Figure 1. Zoomed window (run 1).
The bar under the picture is 10 um long. Window x 20 to 60, y 4 to 44 um. Cells in grey, sequential cells in the stronger grey; small squares are vias.
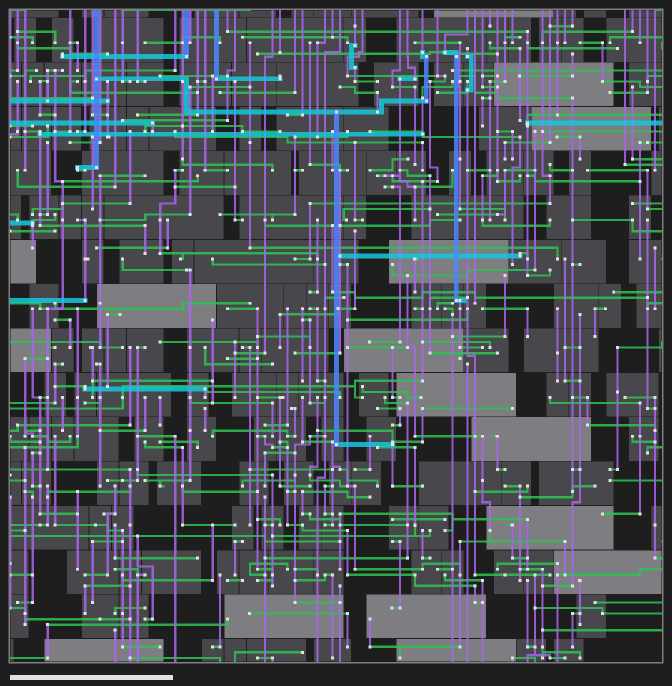
Figure 2. Sizing map (run 1).
The bar under the picture is 20 um long.
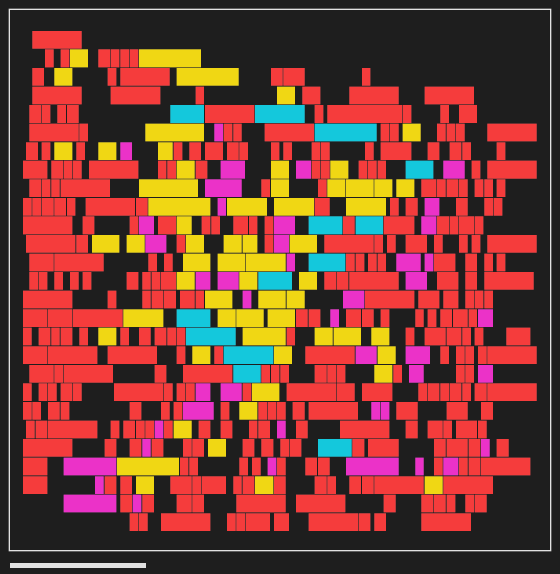
Figure 3. The metal 1 layer (run 1).
The bar under the picture is 20 um long. Supply wires on this layer in grey.
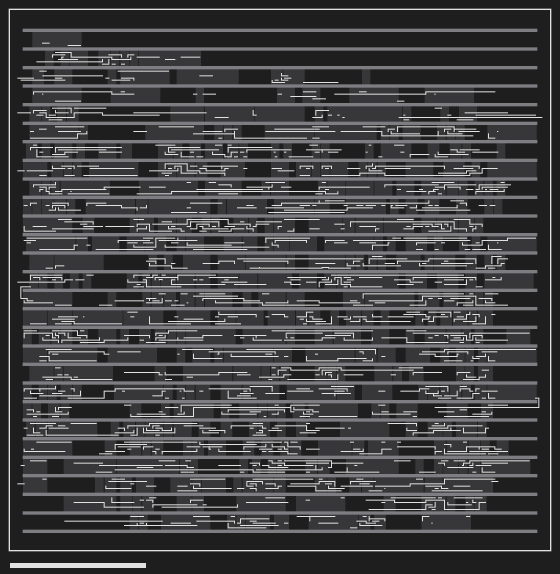
===== config.mk =====
export PLATFORM = sky130hd
export DESIGN_NAME = spi_burst_ctrl
export DESIGN_NICKNAME = d
export VERILOG_FILES = /design/src/rtl/spi_pkg.sv /design/src/rtl/spi_delay_cnt.sv /design/src/rtl/spi_burst_ctrl.sv
export SDC_FILE = /design/constraint.sdc
export NUM_CORES = 1
export LEC_CHECK = 0
export ABC_AREA = 1
export ABC_CLOCK_PERIOD_IN_PS = 1700
export CORE_MARGIN = 1.5
export CORE_UTILIZATION = 50
export DETAILED_ROUTE_END_ITERATION = 10
export DONT_BUFFER_PORTS = 1
export HOLD_SLACK_MARGIN = 0.02
export PLACE_DENSITY = 0.68
export SLEW_MARGIN = 20
export SYNTH_ARGS = -nofsm -noshare
export SYNTH_HDL_FRONTEND = slang
export SYNTH_SLANG_ARGS = --single-unit

===== constraint.sdc =====
create_clock -name clkin -period 1.7 [get_ports clkin]
set_input_delay 0.17 -clock clkin [delete_from_list [all_inputs] [get_ports clkin]]
set_output_delay 0.17 -clock clkin [all_outputs]
set_load 0.02 [all_outputs]

===== src/rtl/spi_pkg.sv =====
// Shared types and defaults for the SPI burst sequencer.
// State encoding plus default chip-select timing.
package spi_pkg;

  typedef enum logic [2:0] {
    ST_IDLE  = 3'd0,
    ST_SETUP = 3'd1,
    ST_FETCH = 3'd2,
    ST_GO    = 3'd3,
    ST_XFER  = 3'd4,
    ST_RXOUT = 3'd5,
    ST_GAP   = 3'd6,
    ST_HOLD  = 3'd7
  } state_t;

  localparam int DEF_CS_SETUP = 2;
  localparam int DEF_CS_HOLD  = 2;

  // Counter preload so a wait of n cycles ends when the counter reads zero.
  function automatic logic [7:0] cnt_preload(input int n);
    logic [7:0] v;
    v = (n <= 0) ? 8'd0 : 8'(n - 1);
    return v;
  endfunction

endpackage


===== src/rtl/spi_delay_cnt.sv =====
// 8-bit loadable down-counter with zero flag.
// Shared by the setup, gap and hold waits.
module spi_delay_cnt (
  input  logic       clk_i,
  input  logic       rst_ni,
  input  logic       load_i,
  input  logic [7:0] val_i,
  input  logic       dec_i,
  output logic       zero_o
);

  logic [7:0] cnt_q;
  logic [7:0] cnt_d;

  always_comb begin
    cnt_d = cnt_q;
    if (load_i) begin
      cnt_d = val_i;
    end else if (dec_i && (cnt_q != 8'd0)) begin
      cnt_d = cnt_q - 8'd1;
    end
  end

  always_ff @(posedge clk_i) begin
    if (!rst_ni) begin
      cnt_q <= 8'd0;
    end else begin
      cnt_q <= cnt_d;
    end
  end

  assign zero_o = (cnt_q == 8'd0);

endmodule


===== src/rtl/spi_burst_ctrl.sv =====
// Multi-byte SPI burst sequencer around a byte-wide SPI master.
// Owns chip select and streams TX/RX bytes over valid/ready.
module spi_burst_ctrl
  import spi_pkg::*;
#(
  parameter int CS_SETUP = DEF_CS_SETUP,
  parameter int CS_HOLD  = DEF_CS_HOLD,
  parameter int LEN_W    = 8
) (
  input  logic             clkin,
  input  logic             rst_n,
  input  logic             cfg_cspol,
  input  logic [7:0]       cfg_gap,
  input  logic             start,
  input  logic [LEN_W-1:0] len,
  input  logic             abort,
  output logic             busy,
  output logic             done,
  output logic             aborted,
  input  logic [7:0]       tx_data,
  input  logic             tx_valid,
  output logic             tx_ready,
  output logic [7:0]       rx_data,
  output logic             rx_valid,
  input  logic             rx_ready,
  output logic             spi_go,
  output logic [7:0]       spi_data_o,
  input  logic             spi_state,
  input  logic [7:0]       spi_data_i,
  output logic             cs
);

  localparam logic [7:0] SETUP_LD = cnt_preload(CS_SETUP);
  localparam logic [7:0] HOLD_LD  = cnt_preload(CS_HOLD);
  localparam bit SETUP_NONE = (CS_SETUP == 0);
  localparam bit HOLD_NONE  = (CS_HOLD == 0);

  state_t           state_q;
  logic [LEN_W-1:0] rem_q;
  logic [7:0]       gap_q;
  logic             abort_q;
  logic             busy_q;
  logic             done_q;
  logic             aborted_q;
  logic             go_q;
  logic [7:0]       sdo_q;
  logic [7:0]       rxd_q;
  logic             rxv_q;
  logic             cs_q;
  logic             rel_q;

  logic       cnt_ld;
  logic [7:0] cnt_val;
  logic       cnt_dec;
  logic       cnt_zero;
  logic       rx_hs;
  logic       last;
  logic       to_hold;

  assign tx_ready = (state_q == ST_FETCH) && tx_valid && !abort;
  assign rx_hs    = (state_q == ST_RXOUT) && rx_ready;
  assign last     = (rem_q == '0) || abort_q || abort;

  always_comb begin
    to_hold = 1'b0;
    unique case (1'b1)
      (state_q == ST_SETUP): to_hold = abort;
      (state_q == ST_FETCH): to_hold = abort;
      (state_q == ST_GAP):   to_hold = abort;
      (state_q == ST_RXOUT): to_hold = rx_hs && last;
      default:               to_hold = 1'b0;
    endcase
  end

  always_comb begin
    cnt_ld  = 1'b0;
    cnt_val = 8'd0;
    cnt_dec = 1'b0;
    unique case (state_q)
      ST_IDLE: begin
        cnt_ld  = start && !SETUP_NONE;
        cnt_val = SETUP_LD;
      end
      ST_SETUP: cnt_dec = 1'b1;
      ST_GAP:   cnt_dec = 1'b1;
      ST_RXOUT: begin
        cnt_ld  = rx_hs && !last && (gap_q != 8'd0);
        cnt_val = gap_q - 8'd1;
      end
      ST_HOLD: cnt_dec = !rel_q;
      default: cnt_dec = 1'b0;
    endcase
    // Entering HOLD reuses the counter for the CS hold time.
    if (to_hold) begin
      cnt_ld  = !HOLD_NONE;
      cnt_val = HOLD_LD;
    end
  end

  spi_delay_cnt u_dly (
    .clk_i  (clkin),
    .rst_ni (rst_n),
    .load_i (cnt_ld),
    .val_i  (cnt_val),
    .dec_i  (cnt_dec),
    .zero_o (cnt_zero)
  );

  always_ff @(posedge clkin) begin
    if (!rst_n) begin
      state_q   <= ST_IDLE;
      rem_q     <= '0;
      gap_q     <= 8'd0;
      abort_q   <= 1'b0;
      busy_q    <= 1'b0;
      done_q    <= 1'b0;
      aborted_q <= 1'b0;
      go_q      <= 1'b0;
      sdo_q     <= 8'd0;
      rxd_q     <= 8'd0;
      rxv_q     <= 1'b0;
      cs_q      <= cfg_cspol;
      rel_q     <= 1'b0;
    end else begin
      done_q    <= 1'b0;
      aborted_q <= 1'b0;
      if ((state_q != ST_IDLE) && abort) begin
        abort_q <= 1'b1;
      end
      unique case (state_q)
        ST_IDLE: begin
          cs_q <= cfg_cspol;
          if (start) begin
            rem_q   <= len;
            gap_q   <= cfg_gap;
            abort_q <= 1'b0;
            busy_q  <= 1'b1;
            cs_q    <= ~cfg_cspol;
            state_q <= SETUP_NONE ? ST_FETCH : ST_SETUP;
          end
        end
        ST_SETUP: begin
          if (cnt_zero) state_q <= ST_FETCH;
        end
        ST_FETCH: begin
          if (tx_ready) begin
            sdo_q   <= tx_data;
            go_q    <= 1'b1;
            state_q <= ST_GO;
          end
        end
        ST_GO: begin
          if (spi_state) begin
            go_q    <= 1'b0;
            state_q <= ST_XFER;
          end
        end
        ST_XFER: begin
          if (!spi_state) begin
            rxd_q   <= spi_data_i;
            rxv_q   <= 1'b1;
            state_q <= ST_RXOUT;
          end
        end
        ST_RXOUT: begin
          if (rx_hs) begin
            rxv_q <= 1'b0;
            if (!last) begin
              rem_q   <= rem_q - LEN_W'(1);
              state_q <= (gap_q == 8'd0) ? ST_FETCH : ST_GAP;
            end
          end
        end
        ST_GAP: begin
          if (cnt_zero) state_q <= ST_FETCH;
        end
        ST_HOLD: begin
          if (!rel_q) begin
            if (cnt_zero) begin
              cs_q  <= cfg_cspol;
              rel_q <= 1'b1;
            end
          end else begin
            done_q    <= 1'b1;
            aborted_q <= abort_q;
            busy_q    <= 1'b0;
            rel_q     <= 1'b0;
            state_q   <= ST_IDLE;
          end
        end
        default: state_q <= ST_IDLE;
      endcase
      if (to_hold) begin
        state_q <= ST_HOLD;
        rel_q   <= HOLD_NONE;
        if (HOLD_NONE) cs_q <= cfg_cspol;
      end
    end
  end

  assign busy       = busy_q;
  assign done       = done_q;
  assign aborted    = aborted_q;
  assign rx_data    = rxd_q;
  assign rx_valid   = rxv_q;
  assign spi_go     = go_q;
  assign spi_data_o = sdo_q;
  assign cs         = cs_q;

endmodule


==> run notes, run 1 <==
The run finished, with violations left. The final reports fail on setup timing. After layout, the setup clock skew is reported as 0.00654 ns.

The starting density of the core came out at 0.523. By area the synthesized netlist is led by sky130_fd_sc_hd__dfxtp_1 35%, sky130_fd_sc_hd__nor2_1 9.3%, sky130_fd_sc_hd__nand2_1 9.1%. The fraction of registers with async set or reset after synthesis is 0. The fraction of the cycle the final worst path needs came out at 1.00. For the register-to-register setup slack, the log shows -0.001 ns.

Hold path depth: 2. After synthesis, the chip area reported by Yosys is 0.00290 sq mm. The number of endpoints with negative hold slack in the final report was 0. The report lists the cells along the critical path as inv_2 > ha_2 > inv_2 > nor2_4 > inv_2 > nor2_4 > inv_2 > nand2_4 > nor3_4 > buf_4 > nand2_1 > nand2_1 > nor2_1. The run gives 0.770 for the worst slew slack as a fraction of its limit. The report shows a maximum critical-path fanout of 5.

The part of the power in registers is 0.290. The startpoint identified for the worst hold timing path is tx_data[3]. Summing all flip-flop and latch instances after layout gives 0.00104 sq mm.

TritonCTS built the clock tree. With the switching power share of the total at 0.453, the total power is 6.70 mW. Library cell with the largest summed area after synthesis: sky130_fd_sc_hd__dfxtp_1. The power attributed to combinational cells came out at 4.00 mW.

The fraction of area in multi-input gates was 0.483. Most common cell type on the critical path: sky130_fd_sc_hd__inv_2. The logs give 1.95 ns for the critical path arrival and 118 for the first-iteration detailed-routing DRC count. The run gives 40 for the count of unique library cells instantiated by Yosys. After detailed routing, the average wire length per cell comes to 13.5 um.

The run gives 0.162 for the compound-gate portion of the synthesized area. The number of cells reported by Yosys stat comes to 411. In the layout the tool counted multi-input logic cells amounting to 302.

In the hold report, the worst path ends at spi_data_o[3]. The run gives 13 for the critical path depth in cells. Setup repair after global routing could not meet its margin everywhere. The portion of the layout cell area used by non-clock buffers is 0.125, and the critical path data required time is 1.94 ns.

The run gives 0.342 ns for the transition time at the pin with the least slew margin. The area fraction in mux cells was 0; the final weighted congestion in routability-driven placement was 0.913. The run gives 5 for the number of CTS-inserted buffers. The leakage power total is 1.63 nW, and the count of flip-flops with a built-in enable after synthesis is 1.

The run gives 0.654 as the final core utilization. In the placement report, post-DP HPWL is listed as 4970 um. The post-synthesis sequential area ratio was 0.355.

The iteration count of the initial detailed-routing pass was 5. The design has 51 sequential cells. The total overflow left after global routing is 0. The logs give 0.113 for the share of total power in the clock network and 2 for the H-tree level count. The switching component of the power was reported as 3.03 mW. The portion of the layout cell area used by clock cells came out at 0.0270.

The launching element of the worst setup path is state_q[1]. In the synthesized netlist, the cells that appear most often are 72 x sky130_fd_sc_hd__nor2_1, 70 x sky130_fd_sc_hd__nand2_1, 50 x sky130_fd_sc_hd__dfxtp_1. After routing the design area is 0.00362 sq mm. The count of endpoints failing setup in the final report was 1; the count of cells along the worst register-to-register path was 13. The critical path in this run is classified as flop to flop.

For the number of vias after detailed routing, the log shows 2782. The run gives 411 for the number of instances in the synthesized netlist. With the count of inverters other than clock inverters in the layout at 48, the share of synthesized cell area in full adder, half adder and majority cells is 0.0388. The run gives 12 as the hold buffer count at cts.

The largest individual stage delay along the critical path comes from the cell sky130_fd_sc_hd__dfxtp_4. In the final design, more cell area goes to logic gates than to any other class. The number of max-cap violations came out at 0. After floorplanning, the die was sized to cover 0.00627 sq mm. The die width came out at 79.2 um.

The tools report the master cell of the clock root buffer as sky130_fd_sc_hd__clkbuf_8. In the final layout, the multi-input gates occupy 0.00175 sq mm. The initial antenna violation count was 0. The largest combinational cell category by area was simple AND/OR/NAND/NOR gates. The length of routed met2 wiring came out at 3520 um.

63 I/O pins were placed. STA classifies the critical path startpoint as a flop. With the placeable core area at 0.00554 sq mm, the met2 global-route usage is 0.419. With the final worst slack at -0.00120 ns, the number of cell rows is 27. In the final design database the tool counted 508 nets.
Notes on Figure 1 above:
M4: shown in blue. M3: shown in cyan. M1: shown in green. M2: shown in purple.
160 logic cells have their middle in the window. Netlist names of flops here include rem_q (5), gap_q (4). Sequential cells in the window: 13. Most frequent: nand2_1 (23), nor2_1 (16), buf_4 (15).

Notes on Figure 2 above:
x2: shown in magenta, cells 44. x1 and smaller: shown in red, cells 342. x3 and x4: shown in yellow, cells 60. x6 and larger: shown in cyan, cells 13.
number of non-clock buffers: 51
fin worst setup slack: -0.00120 ns
layout overhead on the synthesized area: 24.8%

Notes on Figure 3 above:
The layer holds 42% of the routed length. The layer carries 3020 um of wire.
total wire length: 7140 um
met1 layer usage reported by global route: 0.252

Figure 4. M2 wires (run 1).
The bar under the picture is 20 um long.
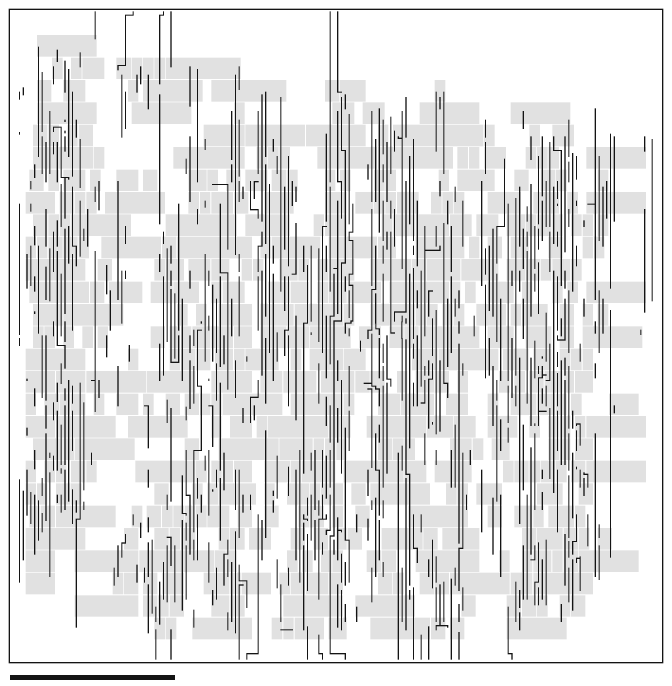

## Run 2: what changed since run 1
--- a/config.mk
+++ b/config.mk
@@ -11,6 +11,7 @@
 export CORE_UTILIZATION = 50
 export DETAILED_ROUTE_END_ITERATION = 10
 export DONT_BUFFER_PORTS = 1
+export GPL_ROUTABILITY_DRIVEN = 0
 export HOLD_SLACK_MARGIN = 0.02
 export PLACE_DENSITY = 0.68
 export SLEW_MARGIN = 20
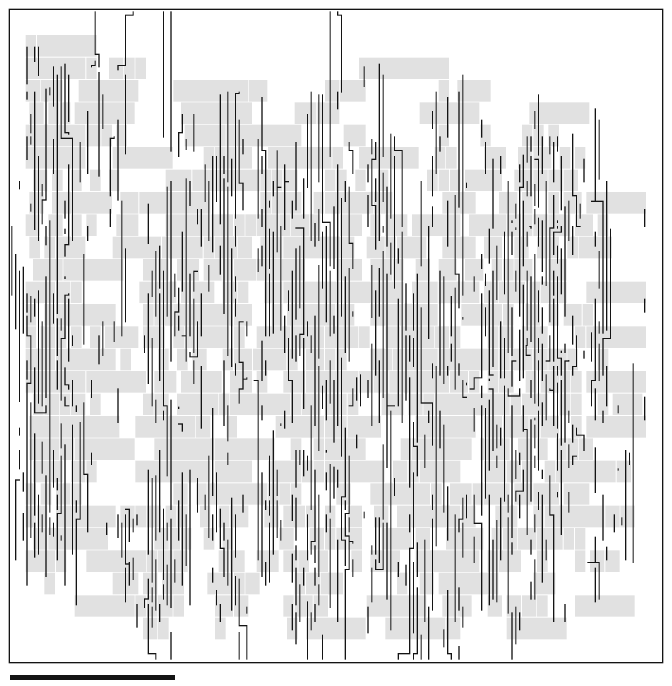
Figure 5: run 2, M2 wires.
The bar under the picture is 20 um long.
The layer carries 3800 um of wire. The layer holds 51% of the routed length.

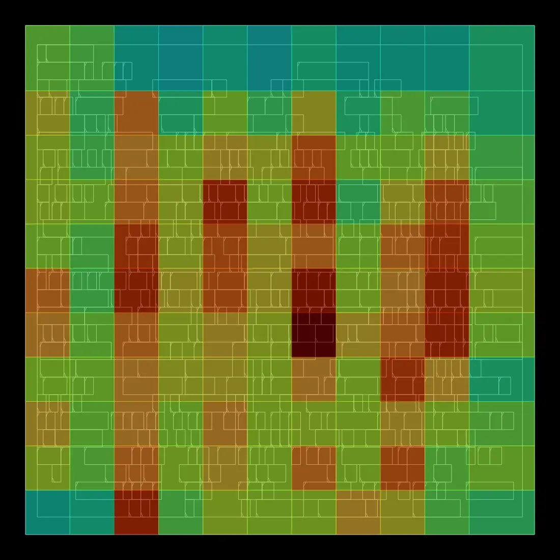
Figure 6: run 2, congestion heat map.
final core utilization: 0.662
met1 layer usage reported by global route: 0.254
met2 capacity usage during global routing: 0.389
fraction of met3 tracks used by global routing: 0.0701

==> run notes, run 2 <==
Ordered list of cells on the worst path: inv_2 > ha_2 > inv_2 > nor2_4 > nand2_1 > nand2_2 > a21oi_2 > nand2_2 > o21ai_4 > nand3b_1 > nand2_1 > nor2_1 (was inv_2 > ha_2 > inv_2 > nor2_4 > inv_2 > nor2_4 > inv_2 > nand2_4 > nor3_4 > buf_4 > nand2_1 > nand2_1 > nor2_1). With the critical path depth in cells at 12 (was 13), the hold path depth is 2 (unchanged). The count of endpoints failing setup in the final report is 0 (was 1), and the final worst slack is 0.0244 ns (was -0.00120 ns).

The number of CTS-inserted buffers is 5 (unchanged), and the portion of the layout cell area used by non-clock buffers is 0.132 (was 0.125). The largest combinational cell category by area was simple AND/OR/NAND/NOR gates (unchanged). Violated checks: hold timing (was setup timing). The leading cell category by total area is logic gates (unchanged). Number of cell rows: 27 (unchanged). The post-synthesis cell count from yosys is 411 (unchanged). The fraction of the cycle the final worst path needs came out at 0.986 (was 1.00). Master cell of the clock root buffer: sky130_fd_sc_hd__clkbuf_8 (unchanged). The flow ran to the end, but the final reports show violations. The run gives 0.284 (was 0.290) as the part of the power in registers. The power attributed to combinational cells is 4.12 mW (was 4.00 mW).

The run gives -0.0170 ns (was 0.0323 ns) as the worst hold-check slack. TritonCTS built the clock tree. The run gives 5 (unchanged) as the iteration count of the initial detailed-routing pass.

The area taken by multi-input logic gates was 0.00176 sq mm (was 0.00175 sq mm); the portion of the layout cell area used by clock cells was 0.0280 (was 0.0270). Transition time at the pin with the least slew margin: 0.419 ns (was 0.342 ns). Sum of overflow across all layers after global routing: 0 (unchanged). The design area is 0.00367 sq mm (was 0.00362 sq mm). With the leakage power total at 1.64 nW (was 1.63 nW), the power spent charging and discharging nets is 3.10 mW (was 3.03 mW). The run gives 0 (unchanged) for the initial antenna violation count. The run gives 0.00938 ns (was 0.00654 ns) for the worst clock skew on the final layout.

The count of unique library cells instantiated by Yosys was 40 (unchanged); the worst slew slack as a fraction of its limit was 0.719 (was 0.770). The share of synthesized cell area in full adder, half adder and majority cells is 0.0388 (unchanged). The H-tree level count is 2 (unchanged). The startpoint of the worst hold path is rst_n (was tx_data[3]).

The average wire length per cell after detail routing was 14.0 um (was 13.5 um). With the placeable core area at 0.00554 sq mm (unchanged), the critical path arrival is 1.88 ns (was 1.95 ns). Setup repair after global routing could not meet its margin everywhere. The run gives 1 (was 0) as the number of endpoints with negative hold slack in the final report. The fraction of area in multi-input gates was 0.480 (was 0.483). With the detailed placer's ending HPWL at 4930 um (was 4970 um), the area fraction in mux cells is 0 (unchanged).

The total of plain and repair buffers excluding clock buffers is 53 (was 51).
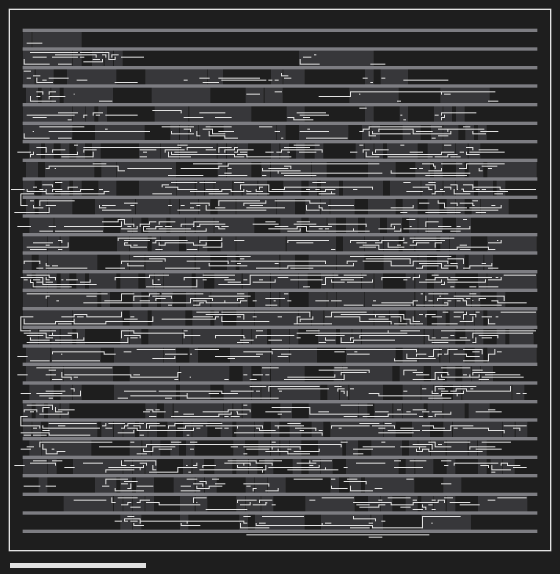
Figure 7: run 2, the metal 1 layer.
The bar under the picture is 20 um long. Supply wires on this layer in grey.
470 nets have wire on it. The layer carries 3010 um of wire. The wires run mostly horizontal. The layer holds 40% of the routed length. The longest straight run is 28.5 um.
DR vias: 2818
total wire length: 7460 um

No activity file was given, so power comes from the tool's default toggle rates.
